## config.mk

```make
export PLATFORM = sky130hd
export DESIGN_NAME = gray_step_counter
export DESIGN_NICKNAME = d
export VERILOG_FILES = /design/src/rtl/gray_step_counter_pkg.sv /design/src/rtl/gray_enc.sv /design/src/rtl/gray_step_counter.sv
export SDC_FILE = /design/constraint.sdc
export NUM_CORES = 1
export LEC_CHECK = 0
export CORE_MARGIN = 2
export CORE_UTILIZATION = 38
export CTS_CLUSTER_SIZE = 28
export DETAILED_ROUTE_END_ITERATION = 10
export GPL_TIMING_DRIVEN = 0
export PLACE_DENSITY = 0.67
export SETUP_SLACK_MARGIN = 0.4
export SLEW_MARGIN = 20
export SYNTH_ARGS = -nofsm -noshare
export SYNTH_HDL_FRONTEND = slang
export SYNTH_HIERARCHICAL = 1
export SYNTH_SLANG_ARGS = --single-unit
```

## constraint.sdc

```tcl
create_clock -name clk -period 5.95 [get_ports clk]
set_input_delay 0.8925 -clock clk [delete_from_list [all_inputs] [get_ports clk]]
set_output_delay 0.8925 -clock clk [all_outputs]
set_load 0.02 [all_outputs]
```

## src/rtl/gray_step_counter_pkg.sv

```systemverilog
// Shared types and Gray-code helpers for the Gray step counter and its downstream consumers.
// The helpers work on a wide vector, so callers zero-extend their operand and truncate the result.
package gray_step_counter_pkg;

   localparam int GRAY_MAX_W = 64;

   // Operation chosen for the current cycle once reset has been ruled out.
   typedef enum logic [1:0] {
      OP_HOLD  = 2'd0,
      OP_LOAD  = 2'd1,
      OP_COUNT = 2'd2
   } op_e;

   // Range event raised by the count arithmetic.
   typedef enum logic [1:0] {
      EV_NONE      = 2'd0,
      EV_OVERFLOW  = 2'd1,
      EV_UNDERFLOW = 2'd2
   } range_ev_e;

   function automatic logic [GRAY_MAX_W-1:0] bin2gray(input logic [GRAY_MAX_W-1:0] b);
      return b ^ (b >> 1);
   endfunction

   // Prefix XOR from the MSB down. The zero-extended upper bits leave the result unaffected.
   function automatic logic [GRAY_MAX_W-1:0] gray2bin(input logic [GRAY_MAX_W-1:0] g);
      logic [GRAY_MAX_W-1:0] b;
      b = g;
      for (int i = GRAY_MAX_W - 2; i >= 0; i--) begin
         b[i] = b[i+1] ^ g[i];
      end
      return b;
   endfunction

endpackage

```

## src/rtl/gray_enc.sv

```systemverilog
// Purely combinational binary-to-Gray encoder.
module gray_enc #(
   parameter int N = 8
) (
   input  logic [N-1:0] bin_i,
   output logic [N-1:0] gray_o
);

   assign gray_o[N-1] = bin_i[N-1];

   generate
      for (genvar gi = 0; gi < N - 1; gi++) begin : g_bit
         assign gray_o[gi] = bin_i[gi+1] ^ bin_i[gi];
      end
   endgenerate

endmodule

```

## src/rtl/gray_step_counter.sv

```systemverilog
// N-bit binary accumulator advanced by a signed step, with wrap or saturate handling.
// It drives registered binary, Gray, overflow and zero outputs.
module gray_step_counter
   import gray_step_counter_pkg::*;
#(
   parameter int N           = 8,
   parameter int STEP_W      = 3,
   parameter int SATURATE    = 0,
   parameter int LEGACY_ZERO = 1
) (
   input  logic              clk,
   input  logic              reset,
   input  logic              en,
   input  logic              load,
   input  logic [N-1:0]      load_val,
   input  logic [STEP_W-1:0] step,
   output logic [N-1:0]      gray_out,
   output logic [N-1:0]      bin_out,
   output logic              ovf,
   output logic              zero
);

   // Two guard bits: the top bit flags underflow, and the next one flags overflow.
   localparam int            SUM_W   = N + 2;
   localparam logic [N-1:0]  MAX_VAL = {N{1'b1}};

   logic [N-1:0]            bin_q, bin_d;
   logic [N-1:0]            gray_q, gray_d;
   logic                    ovf_q, ovf_d;
   logic                    zero_q, zero_d;

   op_e                     op;
   range_ev_e               range_ev;
   logic signed [SUM_W-1:0] eff_step;
   logic signed [SUM_W-1:0] sum;
   logic [N-1:0]            count_val;

   always_comb begin
      op = OP_HOLD;
      if (load) begin
         op = OP_LOAD;
      end else if (en) begin
         op = OP_COUNT;
      end
   end

   always_comb begin
      eff_step = {{(SUM_W - STEP_W){step[STEP_W-1]}}, step};
      if ((LEGACY_ZERO != 0) && (step == '0)) begin
         eff_step = '1;
      end
      sum = $signed({2'b00, bin_q}) + eff_step;

      range_ev = EV_NONE;
      if (sum[SUM_W-1]) begin
         range_ev = EV_UNDERFLOW;
      end else if (sum[N]) begin
         range_ev = EV_OVERFLOW;
      end

      count_val = sum[N-1:0];
      if (SATURATE != 0) begin
         if (range_ev == EV_OVERFLOW) begin
            count_val = MAX_VAL;
         end else if (range_ev == EV_UNDERFLOW) begin
            count_val = '0;
         end
      end
   end

   always_comb begin
      bin_d = bin_q;
      ovf_d = 1'b0;
      unique case (op)
         OP_LOAD: begin
            bin_d = load_val;
         end
         OP_COUNT: begin
            bin_d = count_val;
            ovf_d = (range_ev != EV_NONE);
         end
         default: begin
            bin_d = bin_q;
         end
      endcase
      zero_d = (bin_d == '0);
   end

   // Gray is encoded from the next binary value, so both registers always agree.
   gray_enc #(
      .N(N)
   ) u_gray_enc (
      .bin_i  (bin_d),
      .gray_o (gray_d)
   );

   always_ff @(posedge clk) begin
      if (reset) begin
         bin_q  <= '0;
         gray_q <= '0;
         ovf_q  <= 1'b0;
         zero_q <= 1'b1;
      end else begin
         bin_q  <= bin_d;
         gray_q <= gray_d;
         ovf_q  <= ovf_d;
         zero_q <= zero_d;
      end
   end

   assign bin_out  = bin_q;
   assign gray_out = gray_q;
   assign ovf      = ovf_q;
   assign zero     = zero_q;

endmodule

```

Fig. 1: layout detail
Window x 14 to 44, y 14 to 44 um. Cells in gray, sequential cells in the stronger gray; small squares are vias.
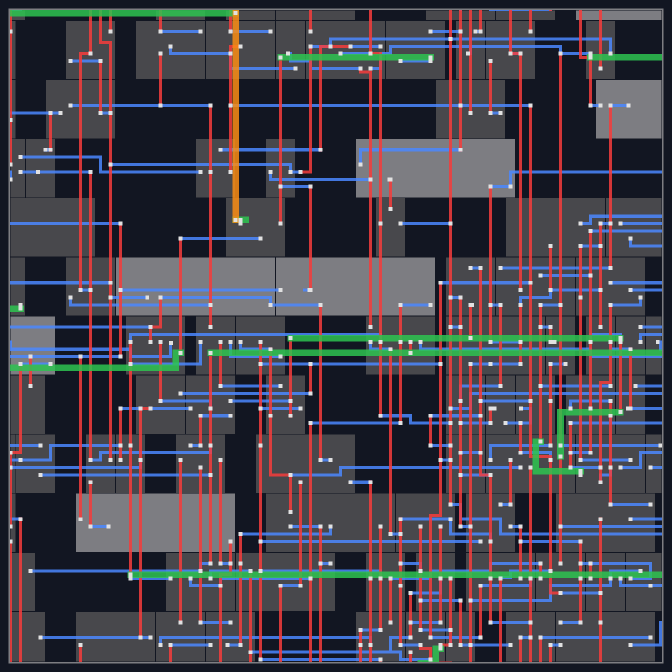
layer	color
met1	blue
met3	green
met4	orange
met2	red
most frequent	inv_1 (7), nor2_1 (6), ha_1 (6)
sequential cells in the window	4
netlist names of flops here include	`bin_out` (4)
cells with their middle in the window	73

Fig. 2: clock nets
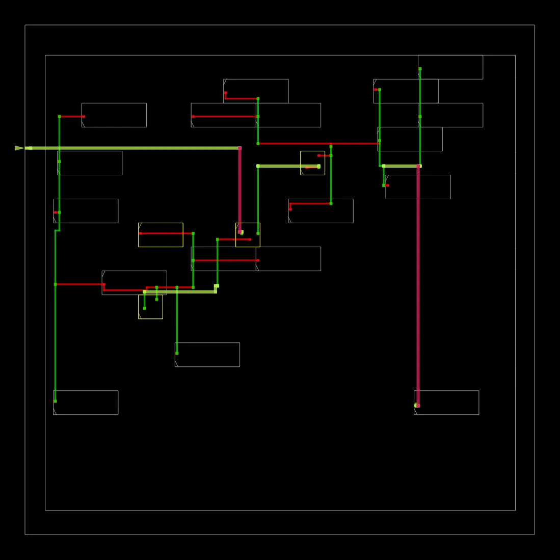
clock buffers: 4
Clk Latency, worst-skew pair: 0.30 ns
FFs & Latches: 18
CTS Buf Count: 3
Fin Clk Skew: 0.01033 ns

Fig. 3: signal wires by layer
Scale bar: 20 um.
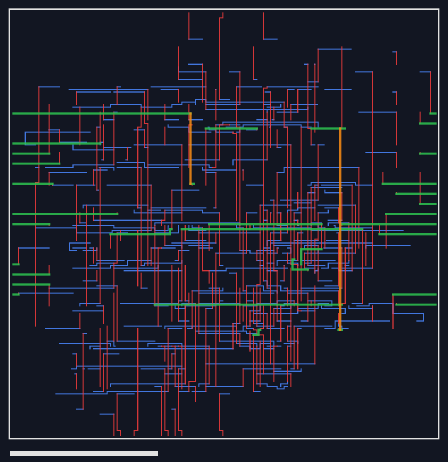
layer	color	wire length
met2	red	1270 um
met3	green	235 um
met4	orange	36.7 um
met1	blue	1120 um

==> impl_metrics.yaml <==
# generated from flow reports
sta:
  rsz0062_at_grt: "no"
  tightestPinTransition_ns: 0.6871
  clock.fmax_mhz: 282.9
final_layout:
  buffers: 35
  final_util_pct: 54.26
  clock_area_share_pct: 2.425
  fillCellCount: 272
  logic_area_um2: 675.6
drt:
  first_iter_violations: 36
synthesis:
  avgSynthCellArea_um2: 8.808
  yosys_most_used_dff: "dfxtp_1"
  compound_area_share_pct: 20.23
  yosys_warnings: 6
  synth_cell_types: 37
  yosysCellCount: 125
  xor_share_pct: 5.568
  synthCells: 125
  top_cell_area_share_pct: 32.73
pwr:
  seq_power_mw: 0.141
  power_frac_seq_pct: 39.0
  p_leak_nw: 0.6646
  powerDensity_nw_per_um2: 241.6
  comb_power_mw: 0.142
  p_clk_share_pct: 21.6
  ir_drop_v: 0.0001666
  p_int_mw: 0.2405
status:
  status: "finished clean"
placed_design:
  pre_cts_slack_ns: 2.082
global_routing:
  antenna_found_initial: 0
  grt_pass1_vias: 968
critical_path:
  rrSetupSlack_ns: 3.33
  crit_type: "in -> reg"
  cp_data_required_time_ns: 6.14
  crit_top_cell: "nor3_1"
  slowest_stage: "o21bai_1"
  cp_top_family: "AND-OR/OR-AND gates"
clock_tree:
  root_buffer: "clkbuf_4"
  clockBufferDepth: 2
Fig. 4: port wiring
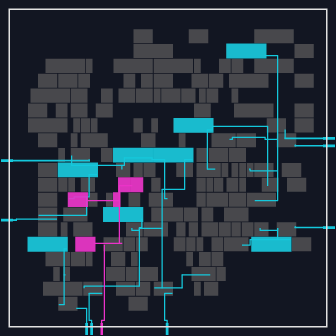
port	color	direction	end cells	buffers	wire
`bin_out`	cyan	output	8	8	290 um
`en`	magenta	input	5	1	39.1 um

Fig. 5: cells by drive strength
Scale bar: 20 um.
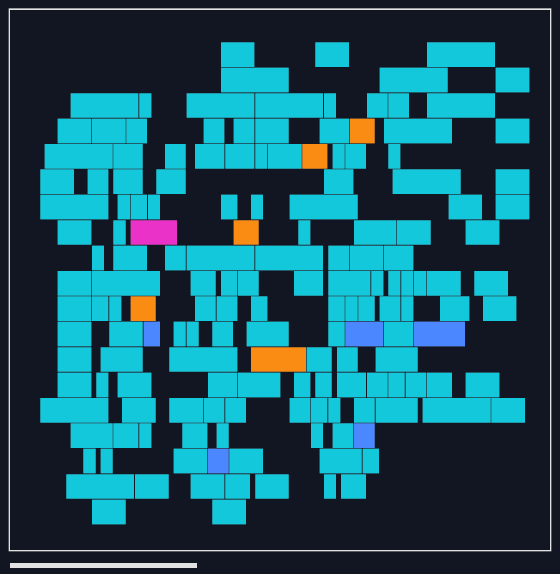
size	color	cells
drive 3 to 4	orange	5
drive 1 or less	cyan	150
drive 2	blue	5
drive 6 and up	magenta	1

Power and IR drop assume default switching activity.
